--- src/rtl/shift_pkg.sv ---
// ---------------------------------------------------------------------------
// shift_pkg -- shared types and constants for the shift arbiter.
//   NUM_REQ     : number of requesters sharing the shifter (2)
//   shift_op_t  : shift operation encoding (SLL, SRL, SRA, ROL)
//   arb_state_t : result-register occupancy (EMPTY, FULL)
// ---------------------------------------------------------------------------
package shift_pkg;

  localparam int NUM_REQ = 2;

  typedef enum logic [1:0] {
    OP_SLL = 2'b00,
    OP_SRL = 2'b01,
    OP_SRA = 2'b10,
    OP_ROL = 2'b11
  } shift_op_t;

  typedef enum logic {
    EMPTY = 1'b0,
    FULL  = 1'b1
  } arb_state_t;

endpackage

--- src/rtl/shift_core.sv ---
// ---------------------------------------------------------------------------
// shift_core -- combinational N-bit shifter shared by all requesters.
//   op : shift operation (shift_op_t)
//   a  : operand, N bits
//   b  : shift amount, K bits
//   r  : result, N bits (b = 0 returns a for every op)
// ---------------------------------------------------------------------------
module shift_core
  import shift_pkg::*;
#(
  parameter int N = 32,
  parameter int K = $clog2(N)
) (
  input  shift_op_t      op,
  input  logic [N-1:0]   a,
  input  logic [K-1:0]   b,
  output logic [N-1:0]   r
);

  // N - b needs one more bit than b; for b = 0 it equals N, so the
  // right-shift term of the rotate vanishes and ROL returns a unchanged.
  logic [K:0] rot_back;

  always_comb begin
    rot_back = (K+1)'(N) - {1'b0, b};
    r        = a;
    case (op)
      OP_SLL:  r = a << b;
      OP_SRL:  r = a >> b;
      OP_SRA:  r = $unsigned($signed(a) >>> b);
      OP_ROL:  r = (a << b) | (a >> rot_back);
      default: r = a;
    endcase
  end

endmodule

--- src/rtl/shift_arbiter.sv ---
// ---------------------------------------------------------------------------
// shift_arbiter -- two requesters share one shifter through a round-robin
// arbiter feeding a one-entry result register (EMPTY/FULL).
//   clk        : clock, rising edge
//   rst_n      : asynchronous active-low reset
//   req_valid  : [1:0] request pending per requester
//   req_ready  : [1:0] request accepted this cycle (one-hot or zero)
//   req_op     : [1:0][1:0] op per requester (00 SLL, 01 SRL, 10 SRA, 11 ROL)
//   req_a      : [1:0][N-1:0] operand per requester
//   req_b      : [1:0][K-1:0] shift amount per requester
//   rsp_valid  : result register holds a valid result
//   rsp_ready  : consumer takes the result this cycle
//   rsp_id     : requester index owning rsp_data
//   rsp_data   : registered shift result
//   gnt_cnt    : [1:0][15:0] saturating accepted-transfer counters
//                (present only when SHIFT_ARB_CNT_EN is defined)
// ---------------------------------------------------------------------------
module shift_arbiter
  import shift_pkg::*;
#(
  parameter int N = 32,
  parameter int K = $clog2(N)
) (
  input  logic                          clk,
  input  logic                          rst_n,
  input  logic [NUM_REQ-1:0]            req_valid,
  output logic [NUM_REQ-1:0]            req_ready,
  input  logic [NUM_REQ-1:0][1:0]       req_op,
  input  logic [NUM_REQ-1:0][N-1:0]     req_a,
  input  logic [NUM_REQ-1:0][K-1:0]     req_b,
  output logic                          rsp_valid,
  input  logic                          rsp_ready,
  output logic                          rsp_id,
  output logic [N-1:0]                  rsp_data
`ifdef SHIFT_ARB_CNT_EN
  ,
  output logic [NUM_REQ-1:0][15:0]      gnt_cnt
`endif
);

  arb_state_t   state;
  logic         rr_last;
  logic         slot_free;
  logic         gnt_idx;
  logic         transfer;
  logic [N-1:0] core_r;

  always_comb begin
    slot_free = (state == EMPTY) | rsp_ready;
    // On a tie the requester that did not win last time goes next; with a
    // single valid requester it simply wins.
    gnt_idx   = (&req_valid) ? ~rr_last : req_valid[1];
    // rst_n gates the handshake so nothing is accepted while held in reset.
    transfer  = rst_n & slot_free & (|req_valid);
    req_ready = '0;
    if (transfer) begin
      req_ready[gnt_idx] = 1'b1;
    end
  end

  shift_core #(
    .N (N),
    .K (K)
  ) u_core (
    .op (shift_op_t'(req_op[gnt_idx])),
    .a  (req_a[gnt_idx]),
    .b  (req_b[gnt_idx]),
    .r  (core_r)
  );

  // Result register FSM. A transfer always wins over a drain, which gives
  // back-to-back throughput when the consumer drains every cycle.
  always_ff @(posedge clk or negedge rst_n) begin
    if (!rst_n) begin
      state    <= EMPTY;
      rsp_id   <= 1'b0;
      rsp_data <= '0;
      rr_last  <= 1'b1;
    end else if (transfer) begin
      state    <= FULL;
      rsp_id   <= gnt_idx;
      rsp_data <= core_r;
      rr_last  <= gnt_idx;
    end else if (rsp_ready) begin
      state    <= EMPTY;
    end
  end

  assign rsp_valid = (state == FULL);

`ifdef SHIFT_ARB_CNT_EN
  always_ff @(posedge clk or negedge rst_n) begin
    if (!rst_n) begin
      gnt_cnt <= '0;
    end else begin
      for (int i = 0; i < NUM_REQ; i++) begin
        if (req_ready[i] && (gnt_cnt[i] != 16'hFFFF)) begin
          gnt_cnt[i] <= gnt_cnt[i] + 16'd1;
        end
      end
    end
  end
`endif

endmodule

--- config.mk ---
export PLATFORM = sky130hd
export DESIGN_NAME = shift_arbiter
export DESIGN_NICKNAME = d
export VERILOG_FILES = /design/src/rtl/shift_pkg.sv /design/src/rtl/shift_core.sv /design/src/rtl/shift_arbiter.sv
export SDC_FILE = /design/constraint.sdc
export NUM_CORES = 1
export LEC_CHECK = 0
export CELL_PAD_IN_SITES_DETAIL_PLACEMENT = 0
export CELL_PAD_IN_SITES_GLOBAL_PLACEMENT = 1
export CORE_MARGIN = 10
export CORE_UTILIZATION = 50
export DETAILED_ROUTE_END_ITERATION = 8
export DONT_BUFFER_PORTS = 1
export GPL_TIMING_DRIVEN = 0
export PLACE_DENSITY = 0.87
export SLEW_MARGIN = 10
export SYNTH_ARGS = -nofsm -noshare
export SYNTH_HDL_FRONTEND = slang
export SYNTH_SLANG_ARGS = --single-unit
--- constraint.sdc ---
create_clock -name clk -period 5.4 [get_ports clk]
set_input_delay 1.08 -clock clk [delete_from_list [all_inputs] [get_ports clk]]
set_output_delay 1.08 -clock clk [all_outputs]
set_load 0.02 [all_outputs]
**Run 1: close-up of the layout**

Scale bar: 10 µm. Window x 94 to 134, y 18 to 58 µm. Cells in gray, sequential cells in the stronger gray; small squares are vias.
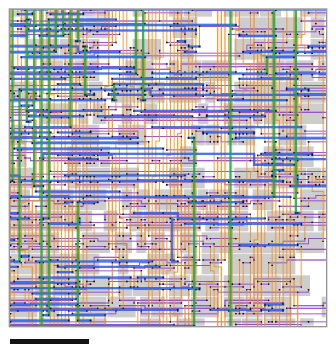
[M3] blue
[M2] orange
[M1] purple
[M4] green
cells with their middle in the window: 133
sequential cells in the window: 0
most frequent: mux2i_1 (50), nand2_1 (14)

**Run 1: gate-type map**

Scale bar: 50 µm.
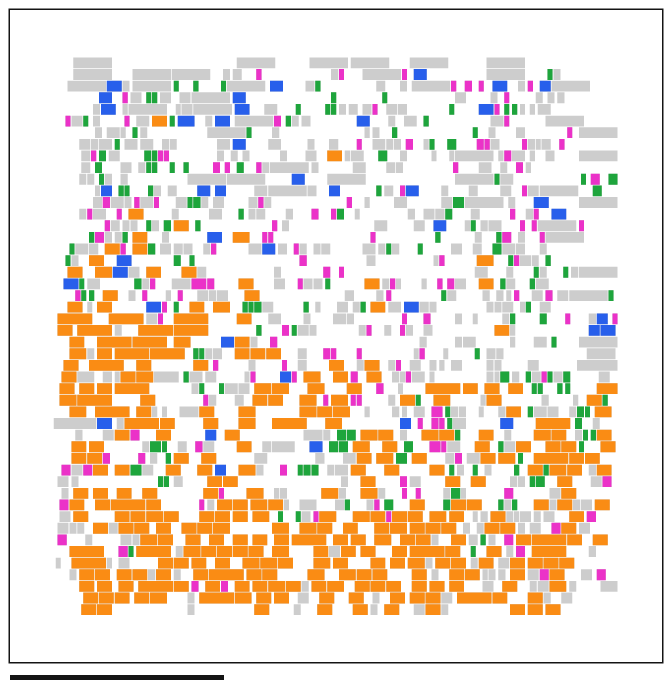
[nand cells] green | cells: 152 | most used: nand2_1
[mux cells] orange | cells: 328 | most used: mux2i_1
[non-inverting ao/oa cells] blue | cells: 41 | most used: o32a_1
[nor cells] magenta | cells: 139 | most used: nor2_1

**Run 1: routing congestion map**

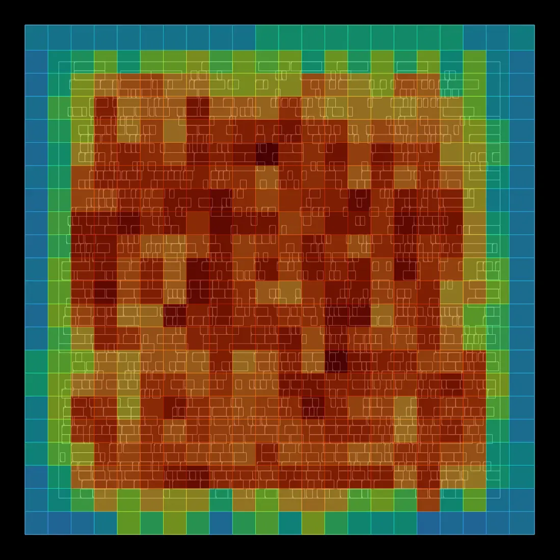
All-Layer GR Usage: 40.1%
Post-Route Utilization: 53.5%
M2 GR Usage: 56.8%
M3 GR Usage: 16.2%

==> results.txt, run 1 <==
Clk pwr share = 12.0%
crit-path max cell delay = 0.63 ns
Startpoint Class = input pin
drt drc = 0
Finished Cell Area = 0.00922 mm²
worst slack, placed = -0.177 ns
Max Freq = 0.187 GHz
vias per cell = 8.11
Final Skew = 0.00703 ns
crit path kind = in -> reg
highest routed layer = met5
WP buf/inv = 2
H-tree depth = 2
Initial DRC Count = 2360
run status = finished clean
# hold bufs at CTS = 0
R2R Setup Slk = 0.37 ns
Yosys reg bits = 35
area grow syn2layout = 5.12%
Final min period = 5.35 ns
Placed Area = 0.00906 mm²
critical path's top delay family = AND-OR/OR-AND gates
row cnt = 48
tool warnings = 26
Final Cycle Share = 99.1%
initial core utilization = 50.9%
and+or+nand+nor area frac = 16.4%
Design Power = 2.46 mW
vias in the first global route = 10000
Die H = 152 µm
Yosys chip area = 0.00877 mm²
I/O Pins = 119
Reg2Reg Capture Point = rsp_data[26]$_DFFE_PN0P_
clk_lat worst skew = 0.29 ns
Synth Area in Adders = 0.143%
PD cells = 267 mW/mm²
DP HPWL = 39900 µm
xor+xnor area frac = 0.713%
post-synthesis sequential area ratio = 10.0%
==> run 1: how the worst max path moves through the flow <==
stage | cells after the start | slack [ns] | end | start
after floorplan | 15 | 0.94 | rsp_data[5]$_DFFE_PN0P_ | req_valid[1]
after global placement | 13 | -0.18 | rsp_data[6]$_DFFE_PN0P_ | req_valid[1]
after detailed placement | 13 | -0.18 | rsp_data[6]$_DFFE_PN0P_ | req_valid[1]
after CTS | 13 | 0.11 | rsp_data[6]$_DFFE_PN0P_ | req_valid[1]
after global routing | 13 | 0.06 | rsp_data[6]$_DFFE_PN0P_ | req_valid[1]
final | 11 | 0.05 | rsp_data[26]$_DFFE_PN0P_ | req_valid[1]
==> run 1: final cells by class <==
class,count,area [µm²]
diodes,1,2.50
multi-input cells,968,7400
fillers,1703,8020
well taps,225,282
clock buffers,7,133
plain buffers,103,500
flip-flops and latches,35,877
clock inverters,1,5.00
inverters,6,22.5
==> run 1: worst register-to-register path, delay by kind of cell (launching register included) <==
kind | cells | cell delay [ns]
buffers and inverters | 4 | 1.07
adders and majority gates | 1 | 0.54
AOI/OAI and AO/OA | 5 | 1.24
muxes | 1 | 0.48
DFF | 1 | 0.56
and+or+nand+nor | 2 | 1.07
==> run 1: per-layer routing <==
layer  up-vias  GRT usage [%]
met5         -              0
met4         4           22.4
met3       272           16.2
met2      1144           56.8
met1      5195           50.4
li1       4299              -
==> run 1: sequential cells by signal, indices dropped and copies added, names as in the netlist <==
signal,flops
rsp_data,32
rr_last,1
rsp_id,1
rsp_valid,1
==> run 1: cells in the final DEF, fill, tap and decap left out, drive strengths merged, types with 4 or more instances in the layout <==
master   count
inv          4
o221ai       7
o311ai       5
a21o         6
nand2b      11
a211oi      36
buf         66
nand3       19
o211ai      12
a32oi        6
nor2        90
or3          6
a221oi       7
o21ai       50
a21oi       85
a211o        5
nand2      115
a2111oi      4
clkbuf      44
a31oi       21
mux2i      240
o21a         4
o32a         7
a22oi        6
o31a         4
mux2        58
o31ai        5
and3         9
o22ai       10
mux4        30
dfrtp       34
nor3        30
nand3b       4
and2         9
a311oi       4
nor2b       15
==> run 1: power by group through the flow <==
| stage | registers [mW] | logic (mW) | clock network [mW] |
|---|---|---|---|
| CTS | 0.491 | 1.56 | 0.291 |
| finish | 0.487 | 1.68 | 0.295 |
| detailed placement | 0.496 | 1.55 | 0 |
| global placement | 0.492 | 1.55 | 0 |
| floorplan | 0.467 | 1.04 | 0 |
| global route | 0.495 | 1.70 | 0.302 |
==> run 1: repair_timing <==
item / in CTS / in global routing
setup endpoints to repair: 0 / 6
resized: 0 / 6
endpoints found under the hold margin: 0 / 0
buffers inserted: 0 / 0
==> run 1: cells in the mapped netlist (all sizes together) (9+ instances only) <==
cell,n
mux2i,240
nand2,115
nor2,90
a21oi,85
buf,66
mux2,58
o21ai,50
clkbuf,37
a211oi,36
dfrtp,34
mux4,30
nor3,30
a31oi,21
nand3,19
nor2b,15
o211ai,12
nand2b,11
o22ai,10
and2,9
and3,9
==> run 2: changes to the inputs <==
--- a/config.mk
+++ b/config.mk
@@ -5,6 +5,7 @@
 export SDC_FILE = /design/constraint.sdc
 export NUM_CORES = 1
 export LEC_CHECK = 0
+export CAP_MARGIN = 20
 export CELL_PAD_IN_SITES_DETAIL_PLACEMENT = 0
 export CELL_PAD_IN_SITES_GLOBAL_PLACEMENT = 1
 export CORE_MARGIN = 10
@@ -13,7 +14,9 @@
 export DONT_BUFFER_PORTS = 1
 export GPL_TIMING_DRIVEN = 0
 export PLACE_DENSITY = 0.87
+export SKIP_CTS_REPAIR_TIMING = 1
 export SLEW_MARGIN = 10
 export SYNTH_ARGS = -nofsm -noshare
 export SYNTH_HDL_FRONTEND = slang
 export SYNTH_SLANG_ARGS = --single-unit
+export TNS_END_PERCENT = 10
**Run 2: M3 wires**

Scale bar: 50 µm. Cells faint in the background.
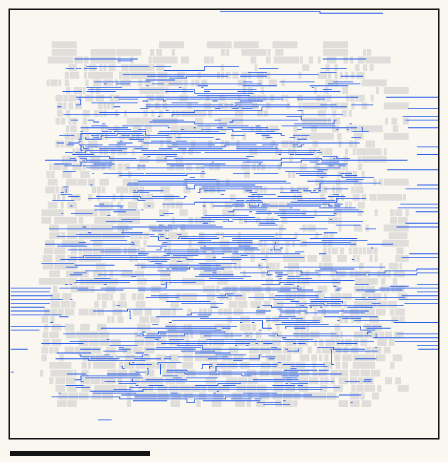
nets with wire on the layer: 395
wire length on this layer: 8340 µm

==> run 2 against run 1 <==
- sequential power about the same
- power unchanged
- hold slack unchanged
- global-route usage unchanged
- clock skew unchanged
- clock power about the same
- largest power group unchanged
==> results.txt, run 2 <==
tool warnings = 26
Yosys reg bits = 35
I/O Pins = 119
post-synthesis sequential area ratio = 10.0%
crit-path max cell delay = 0.63 ns
Final Skew = 0.00703 ns
All-Layer GR Usage = 40.1%
Final min period = 5.35 ns
H-tree depth = 2
most frequent cells in the layout = mux2i_1, nand2_1, nor2_1
vias per cell = 8.11
DP HPWL = 39900 µm
max reg flops = 32
top cells by count = mux2i_1, nand2_1, nor2_1, a21oi_1, mux2_2
most frequent cell after synthesis = mux2i_1
clk_lat worst skew = 0.29 ns
vias in the first global route = 10000
Reg2Reg Capture Point = rsp_data[26]$_DFFE_PN0P_
row cnt = 48
drt drc = 0
Biggest register = rsp_data
R2R Setup Slk = 0.37 ns
Post-Route Utilization = 53.5%
Initial DRC Count = 2360
Startpoint Class = input pin
run status = finished clean
PD cells = 267 mW/mm²
area grow syn2layout = 5.12%
**Run 2: gate-type map**

Scale bar: 50 µm.
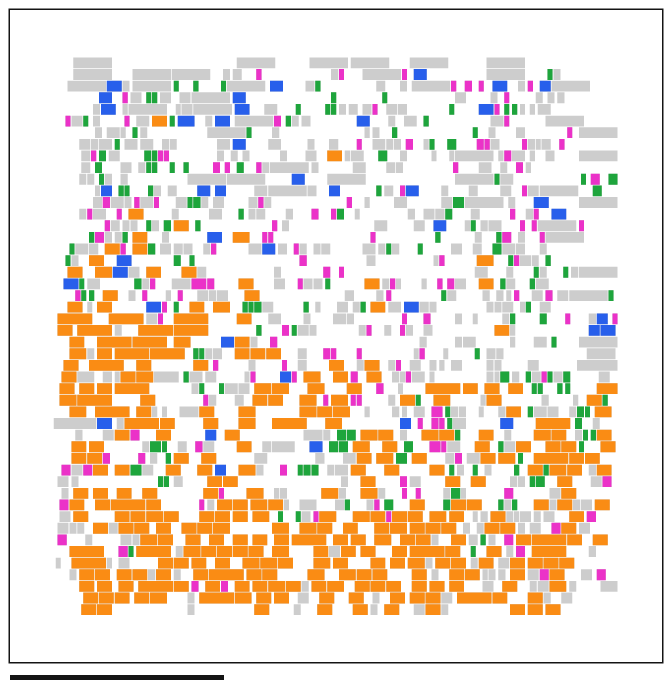
[nand cells] green | cells: 152 | most used: nand2_1
[non-inverting ao/oa cells] blue | cells: 41 | most used: o32a_1
[nor cells] magenta | cells: 139 | most used: nor2_1
[mux cells] orange | cells: 328 | most used: mux2i_1

run 2: cell counts after synthesis:
Identical to the previous run, type by type.
run 2: how the worst max path moves through the flow:
| stage | endpoint | start | slack (ns) |
|---|---|---|---|
| 6_report | rsp_data[26]$_DFFE_PN0P_ | req_valid[1] | 0.05 |
| 5_1_grt | rsp_data[6]$_DFFE_PN0P_ | req_valid[1] | 0.06 |
| 4_1_cts | rsp_data[6]$_DFFE_PN0P_ | req_valid[1] | 0.11 |
| 2_1_floorplan | rsp_data[5]$_DFFE_PN0P_ | req_valid[1] | 0.94 |
| 3_5_place_dp | rsp_data[6]$_DFFE_PN0P_ | req_valid[1] | -0.18 |
| 3_3_place_gp | rsp_data[6]$_DFFE_PN0P_ | req_valid[1] | -0.18 |
run 2: power groups by stage:
| stage | logic, mW | clock network [mW] | registers, mW |
|---|---|---|---|
| 2_1_floorplan | 1.04 | 0 | 0.467 |
| 3_3_place_gp | 1.55 | 0 | 0.492 |
| 3_5_place_dp | 1.55 | 0 | 0.496 |
| 4_1_cts | 1.56 | 0.291 | 0.491 |
| 5_1_grt | 1.70 | 0.302 | 0.495 |
| 6_report | 1.68 | 0.295 | 0.487 |
run 2: final cells by class:
type,count,area (µm²)
Clock inverter,1,5.00
Inverter,6,22.5
Antenna cell,1,2.50
Multi-Input combinational cell,968,7400
Clock buffer,7,133
Buffer,103,500
Sequential cell,35,877
Tap cell,225,282
Fill cell,1703,8020
run 2: through the flow:
step / setup WS (ns) / cell area (µm²) / setup TNS [ns] / total power [mW] / std cells
final: 0.0498 / 9220 / 0 / 2.46 / 1346
after detailed placement: -0.177 / 9060 / -0.215 / 2.05 / 1337
after global placement: -0.182 / 9050 / -0.218 / 2.05 / 1337
after CTS: 0.109 / 9200 / 0 / 2.34 / 1345
after global routing: 0.0572 / 9220 / 0 / 2.49 / 1345
after floorplan: 0.942 / 8770 / 0 / 1.50 / 1112
run 2: logic make-up (layout without fill, tap and decap cells):
group	after synthesis	after routing	share of synthesized area, %
xor gates and xnor gates	5	5	0.713
muxes	328	328	42.7
buffers and inverters	109	117	5.95
other	0	1	0
adders and majority gates	1	1	0.143
AOI/OAI and AO/OA	314	314	24.1
DFF	35	35	10.0
and+or+nand+nor	320	320	16.4
run 2: worst max-delay path, delay by kind of cell:
family,cells,cell delay [ns]
and+or+nand+nor,2,1.07
AOI/OAI and AO/OA,5,1.52
buffers and inverters,2,0.74
muxes,1,0.52
adders and majority gates,1,0.61
run 2: metal layers:
layer | global-route usage, % | share of wire (%) | vias up
li1 | - | - | 4299
met1 | 50.4 | 36 | 5195
met2 | 56.8 | 40 | 1144
met3 | 16.2 | 17 | 272
met4 | 22.4 | 7.3 | 4
met5 | 0 | 0.060 | -
Power and IR drop assume default switching activity.
